--- src/rtl/fp_div_seq.sv ---
// Sequential minifloat divider q = a / b: restoring division, one quotient bit per cycle,
// round to nearest even, valid/ready handshakes on both sides.
module fp_div_seq #(
    parameter int NEXP      = 2,
    parameter int NSIG      = 5,
    parameter int NORMAL    = 0,
    parameter int SUBNORMAL = 1,
    parameter int ZERO      = 2,
    parameter int INFINITY  = 3,
    parameter int QNAN      = 4,
    parameter int SNAN      = 5,
    parameter int LAST_FLAG = 6
) (
    input  logic                 clk,
    input  logic                 rst_n,
    input  logic                 in_valid,
    output logic                 in_ready,
    input  logic [NEXP+NSIG:0]   a,
    input  logic [NEXP+NSIG:0]   b,
    output logic                 out_valid,
    input  logic                 out_ready,
    output logic [NEXP+NSIG:0]   q,
    output logic [LAST_FLAG-1:0] qFlags,
    output logic [NEXP:0]        exp_overflow
);
    localparam int W     = NEXP + NSIG + 1;
    localparam int M     = NSIG + 1;
    localparam int RW    = NSIG + 2;
    localparam int QW    = NSIG + 3;
    localparam int EW    = NEXP + $clog2(NSIG + 1) + 3;
    localparam int CW    = $clog2(NSIG + 2);
    localparam int OVW   = NEXP + 1;
    localparam int BIAS  = 2 ** (NEXP - 1) - 1;
    localparam int EMAX  = 2 ** NEXP - 2;
    localparam int OVMAX = 2 ** OVW - 1;

    localparam logic [2:0] IDLE  = 3'd0;
    localparam logic [2:0] NORM  = 3'd1;
    localparam logic [2:0] DIV   = 3'd2;
    localparam logic [2:0] ROUND = 3'd3;
    localparam logic [2:0] DONE  = 3'd4;

    logic [2:0]           state_q, state_d;
    logic [W-1:0]         a_q, a_d, b_q, b_d;
    logic [M-1:0]         mb_q, mb_d;
    logic [RW-1:0]        rem_q, rem_d;
    logic [QW-1:0]        quo_q, quo_d;
    logic signed [EW-1:0] e_q, e_d;
    logic                 sign_q, sign_d;
    logic [CW-1:0]        cnt_q, cnt_d;
    logic [W-1:0]         q_q, q_d;
    logic [LAST_FLAG-1:0] flags_q, flags_d;
    logic [OVW-1:0]       ovf_q, ovf_d;

    function automatic logic [EW+M-1:0] normalize(input logic [NEXP-1:0] e, input logic [NSIG-1:0] f);
        logic [M-1:0]  m;
        logic [EW-1:0] x;
        m = {(e != '0), f};
        x = (e != '0) ? EW'(e) : EW'(1);
        for (int unsigned i = 0; i < NSIG; i++) begin
            if (!m[M-1] && m != '0) begin
                m = m << 1;
                x = x - EW'(1);
            end
        end
        return {x, m};
    endfunction

    // Operand decode and classification, valid while in NORM
    logic [EW+M-1:0]      na, nb;
    logic [M-1:0]         ma, mb;
    logic signed [EW-1:0] xa, xb, e_norm;
    logic                 za, zb, ia, ib, nan_a, nan_b;
    logic                 s_res;
    logic                 ge0;
    logic [M-1:0]         rem0;

    always_comb begin
        na     = normalize(a_q[W-2:NSIG], a_q[NSIG-1:0]);
        nb     = normalize(b_q[W-2:NSIG], b_q[NSIG-1:0]);
        ma     = na[M-1:0];
        mb     = nb[M-1:0];
        xa     = na[EW+M-1:M];
        xb     = nb[EW+M-1:M];
        e_norm = xa - xb + EW'(BIAS);
        za     = (a_q[W-2:0] == '0);
        zb     = (b_q[W-2:0] == '0);
        ia     = (a_q[W-2:NSIG] == '1) && (a_q[NSIG-1:0] == '0);
        ib     = (b_q[W-2:NSIG] == '1) && (b_q[NSIG-1:0] == '0);
        nan_a  = (a_q[W-2:NSIG] == '1) && (a_q[NSIG-1:0] != '0);
        nan_b  = (b_q[W-2:NSIG] == '1) && (b_q[NSIG-1:0] != '0);
        s_res  = a_q[W-1] ^ b_q[W-1];
        ge0    = (ma >= mb);
        rem0   = ge0 ? ma - mb : ma;
    end

    // Rounding: quotient alignment, subnormal denormalisation, RNE and overflow saturation
    logic [M-1:0]         sig;
    logic [M:0]           wv, sum;
    logic                 stk, inc;
    logic signed [EW-1:0] er, ef, excess;
    int                   shamt;
    logic [NSIG-1:0]      frac;
    logic [W-1:0]         rq;
    logic [LAST_FLAG-1:0] rflags;
    logic [OVW-1:0]       rovf;

    always_comb begin
        sig    = quo_q[QW-1] ? quo_q[QW-1:2] : quo_q[QW-2:1];
        wv     = {sig, (quo_q[QW-1] ? quo_q[1] : quo_q[0])};
        stk    = (rem_q != '0) | (quo_q[QW-1] & quo_q[0]);
        er     = quo_q[QW-1] ? e_q : e_q - EW'(1);
        shamt  = (er < EW'(1)) ? int'(EW'(1) - er) : 0;
        for (int unsigned i = 0; i < M + 1; i++) begin
            if (int'(i) < shamt) begin
                stk = stk | wv[0];
                wv  = wv >> 1;
            end
        end
        inc    = wv[0] & (stk | wv[1]);
        sum    = {1'b0, wv[M:1]} + {{M{1'b0}}, inc};
        ef     = er;
        frac   = sum[NSIG-1:0];
        excess = '0;
        rq     = '0;
        rflags = '0;
        rovf   = '0;
        if (shamt > 0) begin
            if (sum[M-1:0] == '0) begin
                rq           = {sign_q, {(W-1){1'b0}}};
                rflags[ZERO] = 1'b1;
            end else if (sum[M-1]) begin
                rq             = {sign_q, NEXP'(1), sum[NSIG-1:0]};
                rflags[NORMAL] = 1'b1;
            end else begin
                rq                = {sign_q, {NEXP{1'b0}}, sum[NSIG-1:0]};
                rflags[SUBNORMAL] = 1'b1;
            end
        end else begin
            if (sum[M]) begin
                ef   = er + EW'(1);
                frac = sum[NSIG:1];
            end
            if (ef > EW'(EMAX)) begin
                excess           = ef - EW'(EMAX);
                rq               = {sign_q, {NEXP{1'b1}}, {NSIG{1'b0}}};
                rflags[INFINITY] = 1'b1;
                rovf             = (excess > EW'(OVMAX)) ? '1 : excess[OVW-1:0];
            end else begin
                rq             = {sign_q, ef[NEXP-1:0], frac};
                rflags[NORMAL] = 1'b1;
            end
        end
        rflags[SNAN] = 1'b0;
    end

    logic            ge;
    logic [RW-1:0]   diff;

    always_comb begin
        state_d = state_q;
        a_d     = a_q;
        b_d     = b_q;
        mb_d    = mb_q;
        rem_d   = rem_q;
        quo_d   = quo_q;
        e_d     = e_q;
        sign_d  = sign_q;
        cnt_d   = cnt_q;
        q_d     = q_q;
        flags_d = flags_q;
        ovf_d   = ovf_q;
        ge      = (rem_q >= {1'b0, mb_q});
        diff    = ge ? rem_q - {1'b0, mb_q} : rem_q;
        case (state_q)
            IDLE: begin
                if (in_valid) begin
                    a_d     = a;
                    b_d     = b;
                    state_d = NORM;
                end
            end
            NORM: begin
                ovf_d   = '0;
                flags_d = '0;
                if (nan_a || nan_b || (za && zb) || (ia && ib)) begin
                    q_d           = {1'b0, {NEXP{1'b1}}, 1'b1, {(NSIG-1){1'b0}}};
                    flags_d[QNAN] = 1'b1;
                    state_d       = DONE;
                end else if (ia || zb) begin
                    q_d               = {s_res, {NEXP{1'b1}}, {NSIG{1'b0}}};
                    flags_d[INFINITY] = 1'b1;
                    state_d           = DONE;
                end else if (za || ib) begin
                    q_d           = {s_res, {(W-1){1'b0}}};
                    flags_d[ZERO] = 1'b1;
                    state_d       = DONE;
                end else begin
                    // Integer quotient bit is resolved here so the remaining bits fit the DIV window
                    mb_d    = mb;
                    rem_d   = {rem0, 1'b0};
                    quo_d   = {{(QW-1){1'b0}}, ge0};
                    e_d     = e_norm;
                    sign_d  = s_res;
                    cnt_d   = CW'(NSIG + 1);
                    state_d = DIV;
                end
            end
            DIV: begin
                rem_d = {diff[RW-2:0], 1'b0};
                quo_d = {quo_q[QW-2:0], ge};
                if (cnt_q == '0) begin
                    state_d = ROUND;
                end else begin
                    cnt_d = cnt_q - CW'(1);
                end
            end
            ROUND: begin
                q_d     = rq;
                flags_d = rflags;
                ovf_d   = rovf;
                state_d = DONE;
            end
            DONE: begin
                if (out_ready) begin
                    state_d = IDLE;
                end
            end
            default: state_d = IDLE;
        endcase
    end

    always_ff @(posedge clk or negedge rst_n) begin
        if (!rst_n) begin
            state_q <= IDLE;
            a_q     <= '0;
            b_q     <= '0;
            mb_q    <= '0;
            rem_q   <= '0;
            quo_q   <= '0;
            e_q     <= '0;
            sign_q  <= 1'b0;
            cnt_q   <= '0;
            q_q     <= '0;
            flags_q <= '0;
            ovf_q   <= '0;
        end else begin
            state_q <= state_d;
            a_q     <= a_d;
            b_q     <= b_d;
            mb_q    <= mb_d;
            rem_q   <= rem_d;
            quo_q   <= quo_d;
            e_q     <= e_d;
            sign_q  <= sign_d;
            cnt_q   <= cnt_d;
            q_q     <= q_d;
            flags_q <= flags_d;
            ovf_q   <= ovf_d;
        end
    end

    assign in_ready     = (state_q == IDLE);
    assign out_valid    = (state_q == DONE);
    assign q            = q_q;
    assign qFlags       = flags_q;
    assign exp_overflow = ovf_q;

endmodule

--- config.mk ---
export PLATFORM = sky130hd
export DESIGN_NAME = fp_div_seq
export DESIGN_NICKNAME = d
export VERILOG_FILES = /design/src/rtl/fp_div_seq.sv
export SDC_FILE = /design/constraint.sdc
export NUM_CORES = 1
export LEC_CHECK = 0
export CORE_UTILIZATION = 53
export CTS_BUF_LIST = sky130_fd_sc_hd__clkbuf_16
export DETAILED_ROUTE_END_ITERATION = 7
export PLACE_DENSITY = 0.68
export SETUP_SLACK_MARGIN = 0.02
export SYNTH_ARGS = -nofsm -noshare
export SYNTH_HDL_FRONTEND = slang
export SYNTH_SLANG_ARGS = --single-unit
--- constraint.sdc ---
create_clock -name clk -period 15.9 [get_ports clk]
set_input_delay 4.77 -clock clk [delete_from_list [all_inputs] [get_ports clk]]
set_output_delay 4.77 -clock clk [all_outputs]
set_load 0.03 [all_outputs]
Fig. 1: routing congestion
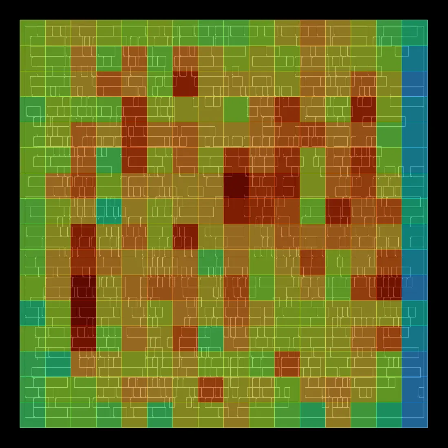
wire per inst: 17.1 µm
global route hottest layer: met2
M2 GR Usage: 45.9%
GR Layer Usage met1: 36.5%
met3 GRT Util: 4.17%

Fig. 2: M2 wires
Drawn at 2 px/µm.
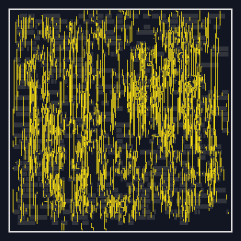
- wire length on this layer: 7600 µm
- nets with wire on the layer: 735

==> notes.md <==
yosys + openroad results -> outcome complete, no violations, max-cap violations 0, Layout Nets 860, final WL 16000 µm, Final Worst Setup Slack 9250 ps, Cells after DPL 924, GRT Util Overall 27.5%, number of setup buffers added after CTS 0, n_diodes 0, via count 5683, CTS H-Tree Depth 3, post-synthesis cell count 769, dpl hpwl 12200 µm, ANT nets after route 0, DRC viols 0, CTS tree done, CP Launch Point state_q[1]$_DFFE_PN0P_, CP cell instances nor2_1 -> nand2_1 -> inv_1 -> clkdlybuf4s50_1, CP peak stage delay 660 ps, kind of critical path reg -> out, Setup crit end out_valid, cts repair resizes 0, Filler cells 1011, chip area 12200 µm², IO Pins 39, dpl ws 9390 ps, Post-synth ARST share 100%, crit path DRT 11130 ps, Area Overhead vs Synth 11.8%, Layout Cells excl Fill 940, cell type with the largest total area dfrtp_1, Unique cell types 82, Reg area 1680 µm², fin. max-slew vios 0, logic area 4270 µm², synth top area cells dfrtp_1, ha_1, nand2_1, xnor2_1, mux2_2, Final Hold Fails 0, ys cells 769, post-route clock period utilization 41.8%, DIE WIDTH 110 µm, drt pass-1 iters 5, DIE HEIGHT 110 µm, ys flops 67, Levels on crit path 4, total gr overflow 0, dominant logic cell types in the final layout nand2_1, dfrtp_1, nor2_1, Synthesis Warnings 0, syn avg cell area 8.11 µm², HP Class reg -> reg, FF-to-FF End q[6]$_DFFE_PN0P_, Core Area 11500 µm², synthesized cell area 6240 µm², Longest Clk Path Bufs 2, vias in the first global route 5566, CP Max Fanout 15, Synth top cell by count nand2_1, Finished Core Util 60.8%, initial antenna violation count 0, post-route setup TNS 0 ps, CP bufs+invs 2, Worst setup SP type flop, most numerous logic cell after layout nand2_1, Top delay family on crit path buffers and inverters, floorplan utilization 54.4%, # rows 39, largest net degree at the start of global routing 68, buffers added on ports 37, Commonest flop dfrtp_1, register share after synthesis 26.9%, first-pass GRT wire length 27200 µm, DR iter-0 viols 374, hold path cells 2, Slew @ Worst Pin 1060 ps, Latency at later pin 350 ps, Worst Hold End mb_q[5]$_DFFE_PN0P_, reg2reg setup slack 9800 ps, worst flop-to-flop path startpoint e_q[0]$_DFFE_PN0P_, Top-area cell share 26.9%
Fig. 3: close-up of the layout
Region (35, 57) to (75, 97) µm. Cells in gray, sequential cells in the stronger gray; small squares are vias.
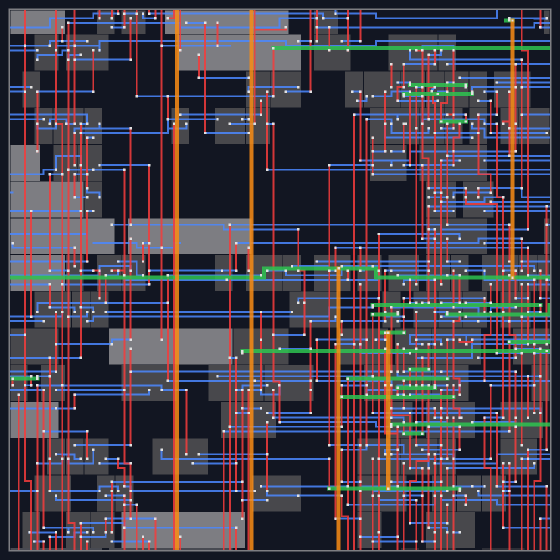
- met1: blue
- met3: green
- met4: orange
- met2: red
- cells with their middle in the window: 107
- netlist names of flops here include: quo_q (4), q (2)
- sequential cells in the window: 7
- most frequent: nand2_1 (17), nand3_1 (9), nor2_1 (8)

Fig. 4: where the registers sit
Drawn at 4 px/µm.
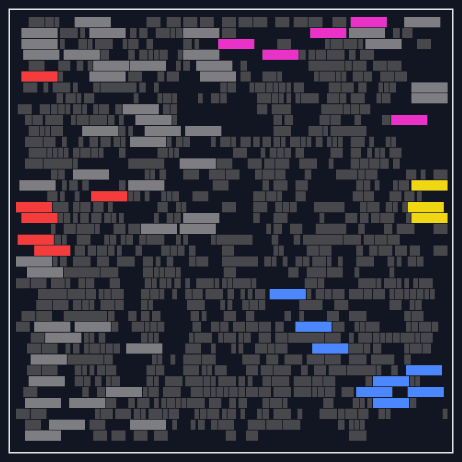
- e_q: blue (sequential cells 8; where south-east)
- qFlags: magenta (sequential cells 5)
- exp_overflow: yellow (sequential cells 3)
- mb_q: red (sequential cells 6; where west)

through the flow:
| step | hold slack (ps) | cell area [µm²] |
|---|---|---|
| floorplan | 418 | 6250 |
| global placement | 432 | 6680 |
| detailed placement | 436 | 6680 |
| CTS | 448 | 6970 |
| global route | 473 | 6970 |
| finish | 446 | 6970 |
tightest hold or removal path: stages, from the launching register on:
cell	delay, ps
dfrtp_1	320
inv_1	50
nand2_1	50
cell type report:
type / instances / share of cell area, %
well taps: 143 / 2.57
clock buffers: 9 / 3.23
repair buffers: 40 / 5.56
inverters: 44 / 2.37
multi-input cells: 630 / 61.3
flip-flops and latches: 67 / 24.0
clock inverters: 7 / 0.969
registers in the layout, indices dropped and copies added, names as in the netlist:
name          flops
a_q               8
b_q               8
e_q               8
q                 8
quo_q             8
mb_q              6
rem_q             6
qFlags            5
cnt_q             3
exp_overflow      3
state_q           3
sign_q            1
logic make-up after synthesis:
| family | Yosys count | share of synthesized area (%) |
|---|---|---|
| buffers and inverters | 75 | 4.79 |
| and+or+nand+nor | 292 | 22.7 |
| muxes | 37 | 6.50 |
| adders and majority gates | 48 | 9.99 |
| DFF | 67 | 26.9 |
| xor gates and xnor gates | 48 | 6.98 |
| other | 2 | 0.120 |
| AOI/OAI and AO/OA | 200 | 22.0 |
metal layers:
metal / part of all wire [%] / up-vias / track usage [%]
li1: - / 2812 / -
met1: 47 / 2703 / 36.5
met2: 47 / 142 / 45.9
met3: 3.7 / 26 / 4.17
met4: 1.9 / 0 / 8.80
met5: 0 / - / 0
